## src/rtl/pipeline_pkg.sv

```systemverilog
// Shared Fetch/Decode pipeline types and default widths.
// The instruction queue and the stages on either side of it use these defaults.
package pipeline_pkg;

  localparam int DEFAULT_PC_WIDTH          = 32;
  localparam int DEFAULT_INSTRUCTION_WIDTH = 32;
  localparam int QUEUE_DEPTH               = 4;

  typedef struct packed {
    logic [DEFAULT_PC_WIDTH-1:0]          pc;
    logic [DEFAULT_INSTRUCTION_WIDTH-1:0] instruction;
  } fetch_entry_t;

endpackage

```

## src/rtl/queue_pointer.sv

```systemverilog
// Wrap-bit FIFO pointer. It counts modulo 2*DEPTH, and the MSB toggles on each pass through the storage.
// A clear input forces the pointer to zero and takes priority over increment.
module queue_pointer #(
  parameter int DEPTH = 4
) (
  input  logic                   clk_i,
  input  logic                   rst_ni,
  input  logic                   clear_i,
  input  logic                   inc_i,
  output logic [$clog2(DEPTH):0] ptr_o
);

  localparam int PW = $clog2(DEPTH) + 1;

  logic [PW-1:0] ptr_q, ptr_d;

  always_comb begin
    ptr_d = ptr_q;
    if (clear_i)
      ptr_d = '0;
    else if (inc_i)
      ptr_d = ptr_q + PW'(1);
  end

  always_ff @(posedge clk_i or negedge rst_ni) begin
    if (!rst_ni)
      ptr_q <= '0;
    else
      ptr_q <= ptr_d;
  end

  assign ptr_o = ptr_q;

endmodule

```

## src/rtl/instruction_queue.sv

```systemverilog
// Fetch-to-Decode decoupling FIFO that carries {PC, instruction} entries.
// inReady drives the Fetch enable input, and flush discards every buffered entry.
module instruction_queue
  import pipeline_pkg::*;
#(
  parameter int PC_WIDTH          = DEFAULT_PC_WIDTH,
  parameter int INSTRUCTION_WIDTH = DEFAULT_INSTRUCTION_WIDTH,
  parameter int DEPTH             = QUEUE_DEPTH
) (
  input  logic                         clock,
  input  logic                         reset,
  input  logic [INSTRUCTION_WIDTH-1:0] inInstruction,
  input  logic [PC_WIDTH-1:0]          inPC,
  input  logic                         inValid,
  output logic                         inReady,
  input  logic                         flush,
  output logic [INSTRUCTION_WIDTH-1:0] outInstruction,
  output logic [PC_WIDTH-1:0]          outPC,
  output logic                         outValid,
  input  logic                         outReady,
  output logic [$clog2(DEPTH):0]       count
);

  localparam int AW = $clog2(DEPTH);

  typedef struct packed {
    logic [PC_WIDTH-1:0]          pc;
    logic [INSTRUCTION_WIDTH-1:0] instruction;
  } entry_t;

  entry_t        mem_q [DEPTH];
  entry_t        head;
  logic [AW:0]   wptr, rptr;
  logic          full, empty, push, pop;

  assign empty = (wptr == rptr);
  assign full  = (wptr[AW-1:0] == rptr[AW-1:0]) && (wptr[AW] != rptr[AW]);

  // A pop in the same cycle does not open a slot: a full queue always refuses the push.
  assign push = inValid && !full && !flush;
  assign pop  = outReady && !empty && !flush;

  queue_pointer #(.DEPTH(DEPTH)) u_wptr (
    .clk_i   (clock),
    .rst_ni  (reset),
    .clear_i (flush),
    .inc_i   (push),
    .ptr_o   (wptr)
  );

  queue_pointer #(.DEPTH(DEPTH)) u_rptr (
    .clk_i   (clock),
    .rst_ni  (reset),
    .clear_i (flush),
    .inc_i   (pop),
    .ptr_o   (rptr)
  );

  always_ff @(posedge clock or negedge reset) begin
    if (!reset) begin
      for (int i = 0; i < DEPTH; i++)
        mem_q[i] <= '0;
    end else if (push) begin
      mem_q[wptr[AW-1:0]] <= '{pc: inPC, instruction: inInstruction};
    end
  end

  assign head           = mem_q[rptr[AW-1:0]];
  assign outInstruction = head.instruction;
  assign outPC          = head.pc;
  assign outValid       = !empty;
  assign inReady        = !full;
  assign count          = wptr - rptr;

endmodule
```

## config.mk

```make
export PLATFORM = sky130hd
export DESIGN_NAME = instruction_queue
export DESIGN_NICKNAME = d
export VERILOG_FILES = /design/src/rtl/pipeline_pkg.sv /design/src/rtl/queue_pointer.sv /design/src/rtl/instruction_queue.sv
export SDC_FILE = /design/constraint.sdc
export NUM_CORES = 1
export LEC_CHECK = 0
export ABC_AREA = 1
export CAP_MARGIN = 40
export CORE_AREA = 2 2 144 146
export DETAILED_ROUTE_END_ITERATION = 10
export DIE_AREA = 0 0 146 148
export DONT_BUFFER_PORTS = 1
export GPL_ROUTABILITY_DRIVEN = 0
export PLACE_DENSITY = 0.82
export RECOVER_POWER = 50
export SKIP_LAST_GASP = 1
export SYNTH_ARGS = -nofsm -noshare
export SYNTH_HDL_FRONTEND = slang
export SYNTH_SLANG_ARGS = --single-unit
```

## constraint.sdc

```tcl
create_clock -name clock -period 2.9 [get_ports clock]
set_input_delay 0.435 -clock clock [delete_from_list [all_inputs] [get_ports clock]]
set_output_delay 0.435 -clock clock [all_outputs]
set_load 0.02 [all_outputs]
```

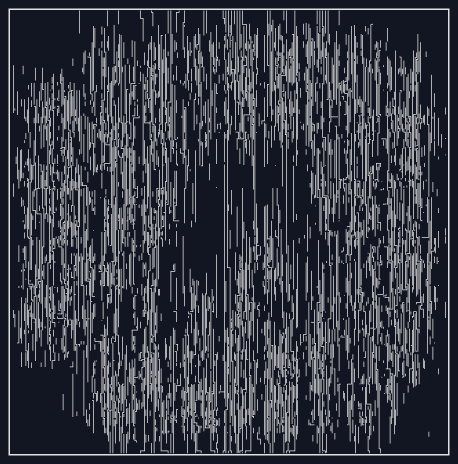
(images/met2.png)
Scale: 3 px per µm.
The wires run mostly vertical. The longest straight run is 77.9 µm. The layer carries 16,000 µm of wire.

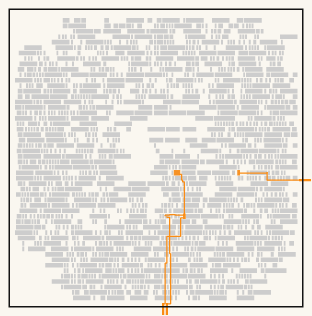
(images/port_nets.png)
Scale: 2 px per µm.
`count`: marked orange, bits 3, direction output, end cells 3, buffers 1, wire 172 µm.

==> CHANGELOG.md <==
## Flow update

* Pins over their slew limit at 0
* Area of the die at between 20,000 and 25,000 µm²
* Initial detailed-routing violation count at between 800 and 900
* Hold Slack at -0.394 ns
* Count of flip-flops with a built-in enable after synthesis at 0
* Kind of end point of the critical path: output port
* Total count of hold-check failures in the final report at 262
* Max-slew headroom at the worst pin at between 40% and 50%
* Synthesized net count at around 1,600
* Xor+xnor area frac at less than 1%
* Width of the die at about 150 µm
* Critical Path Fanout Max at 75
* Per-cell routed wire length at ~18 µm
* Final ANT Viol Nets at 0
* TritonCTS sink count at approximately 260
* Cell at the root of the clock tree: clkbuf_16
* Pleak at 7.45 nW
* Violations in the final reports: hold timing
* CP required at between 2 and 2.5 ns
* Top comb family, area: simple AND/OR/NAND/NOR gates
* Run status: finished, violations left
* Initial DRT Pass Iterations at 5
* Total cells reported by yosys after synthesis at 1,503
* Post-detailed-placement half-perimeter wirelength at 17,700 µm
* Compound-cell area share of the yosys netlist at 8.79%
* Ratio of routed vias to standard cells at around 5.7
* CTS Buffer Depth at 3
* Global-route wire length before repair at 53,900 µm
* Starting density of the core at around three fifths
* Power per cell area at around 1100 nW/µm²
* Combinational Area at between 4000 and 5000 µm²
* Area growth from synthesis to layout at 17.1%
* Critical path launch point type: flop
* Wirelength, routed at 32,900 µm
* Total cell area reported by yosys after synthesis at ~12,000 µm²
* Number of global-route vias before repair at between 10,000 and 15,000
* Core region area at 20,000 µm²
* Synth area leaders: dfrtp_1, nand2_1, o21ai_0
* Adder-cell share of the synthesized area at less than 1%
* Max Fclk at ~0.35 GHz
* Initial antenna violation count at 0
* IO Pins at roughly 140
* RSZ-0062 raised after global routing: false
* Filler Cell Count at 1,572
* Net count, final at 1,653
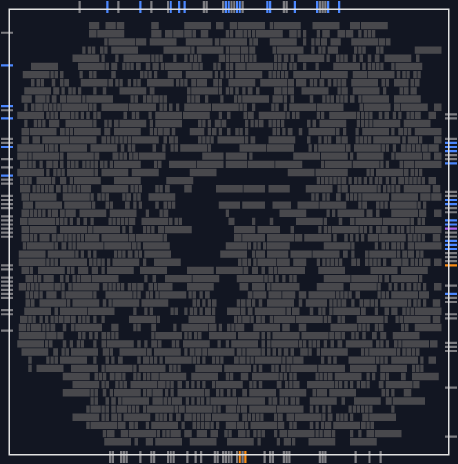
(images/pins.png)
Scale: 3 px per µm. Pins as bars across the die edge, other pins in gray.
`inInstruction`: marked blue, pins 32, direction input, edge 15 top, 12 right, 5 left. `flush`: marked purple, pins 1, direction input, edge right. `count`: marked orange, pins 3, direction output, edge 2 bottom, 1 right.
All pins by edge: 38 right, 36 bottom, 34 left, 30 top.

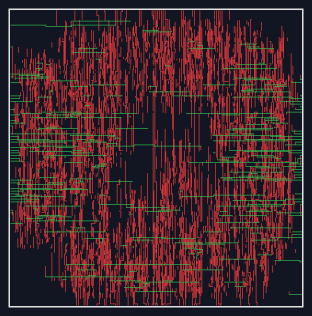
(images/metal_stack.png)
Scale: 2 px per µm. Two of the layers only.
met2: marked red, wire length 16,000 µm. met3: marked green, wire length 2,940 µm.

power by group:
part	leakage [nW]	internal [W]	switching (W)
logic	3.62	0.00242	0.00392
clock network	0.470	0.00225	0.00143
registers	3.36	0.00513	0.000790
total	7.45	0.00980	0.00614
cell families (layout without fill, tap and decap cells):
group,Yosys count,count (layout)
AND/OR/NAND/NOR,929,929
XOR/XNOR,3,3
AND-OR/OR-AND,194,194
flip-flops,262,262
buffers and inverters,107,199
adder cells (fa/ha/maj),8,8
flip-flops by register name, indices dropped and copies added, names as in the netlist:
name / flops
u_wptr.ptr_o: 3
u_rptr.ptr_o: 3
mem_q: 256
cells in the final DEF (no fill, tap or decap):
master and count:
buf_4 76, inv_1 12, nand4_4 4, bufinv_16 2, clkinv_1 1, clkbuf_8 10
inv_2 1, clkinv_2 2, dfrtp_2 1, nor2_2 1, clkbuf_16 29, ha_1 7
fa_1 1, nand2_1 782, xor2_1 2, nor2_1 128, dfrtp_4 1, nor2_8 3
clkbuf_1 7, xnor2_1 1, nand2_2 1, dlygate4sd3_1 49, o22ai_1 64, nand3_1 8
buf_12 10, nand3_4 2, o21ai_0 130, dfrtp_1 260
worst paths after layout:
kind                            startpoint  cells after the start    endpoint
setup / recovery           u_rptr.ptr_o[0]                      4    outPC[5]
hold / removal                       reset                      0  mem_q[187]
setup reg to reg           u_rptr.ptr_o[0]                      9  mem_q[227]
hold reg to reg                 mem_q[177]                      2  mem_q[177]
max in group asynchronous            reset                      0   mem_q[56]
min in group clock                 inPC[7]                      2  mem_q[103]
metrics by stage:
step / std cells / power, W / setup WS (ns) / cell area, µm² / hold slack [ns]
6_report: 1865 / 0.0159 / 0.0639 / 14000 / -0.394
5_1_grt: 1865 / 0.0168 / 0.0162 / 14000 / -0.415
4_1_cts: 1864 / 0.0159 / 0.144 / 14000 / -0.410
3_5_place_dp: 1767 / 0.0121 / 0.545 / 12600 / 0.147
3_3_place_gp: 1767 / 0.0119 / 0.610 / 12600 / 0.149
2_1_floorplan: 1503 / 0.00984 / 0.680 / 12000 / 0.139
critical path, cell delays in order, from the launching register on:
cell and delay (ns):
dfrtp_4 0.43, buf_4 0.63, o21ai_0 0.21, o22ai_1 0.36, buf_4 0.21
layer usage:
| metal | vias to the layer above | track usage, % | routed length (µm) |
|---|---|---|---|
| met3 | 64 | 5.00 | 2940 |
| li1 | 4889 | - | - |
| met5 | - | 0 | 0 |
| met1 | 5196 | 41.3 | 13300 |
| met4 | 0 | 9.66 | 649 |
| met2 | 521 | 51.5 | 16000 |
cell type report:
type / instances / share of cell area [%]
Clock buffer: 46 / 6.35
Clock inverter: 3 / 0.465
Inverter: 15 / 0.411
Multi-Input combinational cell: 1134 / 34.5
Sequential cell: 262 / 46.8
Tap cell: 270 / 2.41
Timing Repair Buffer: 135 / 9.00
repair_timing:
action,CTS,global route
hold buffers,48,1
hold endpoints to repair,342,263
setup buffers,0,0
gates resized,0,0
No activity file was given, so power comes from the tool's default toggle rates.
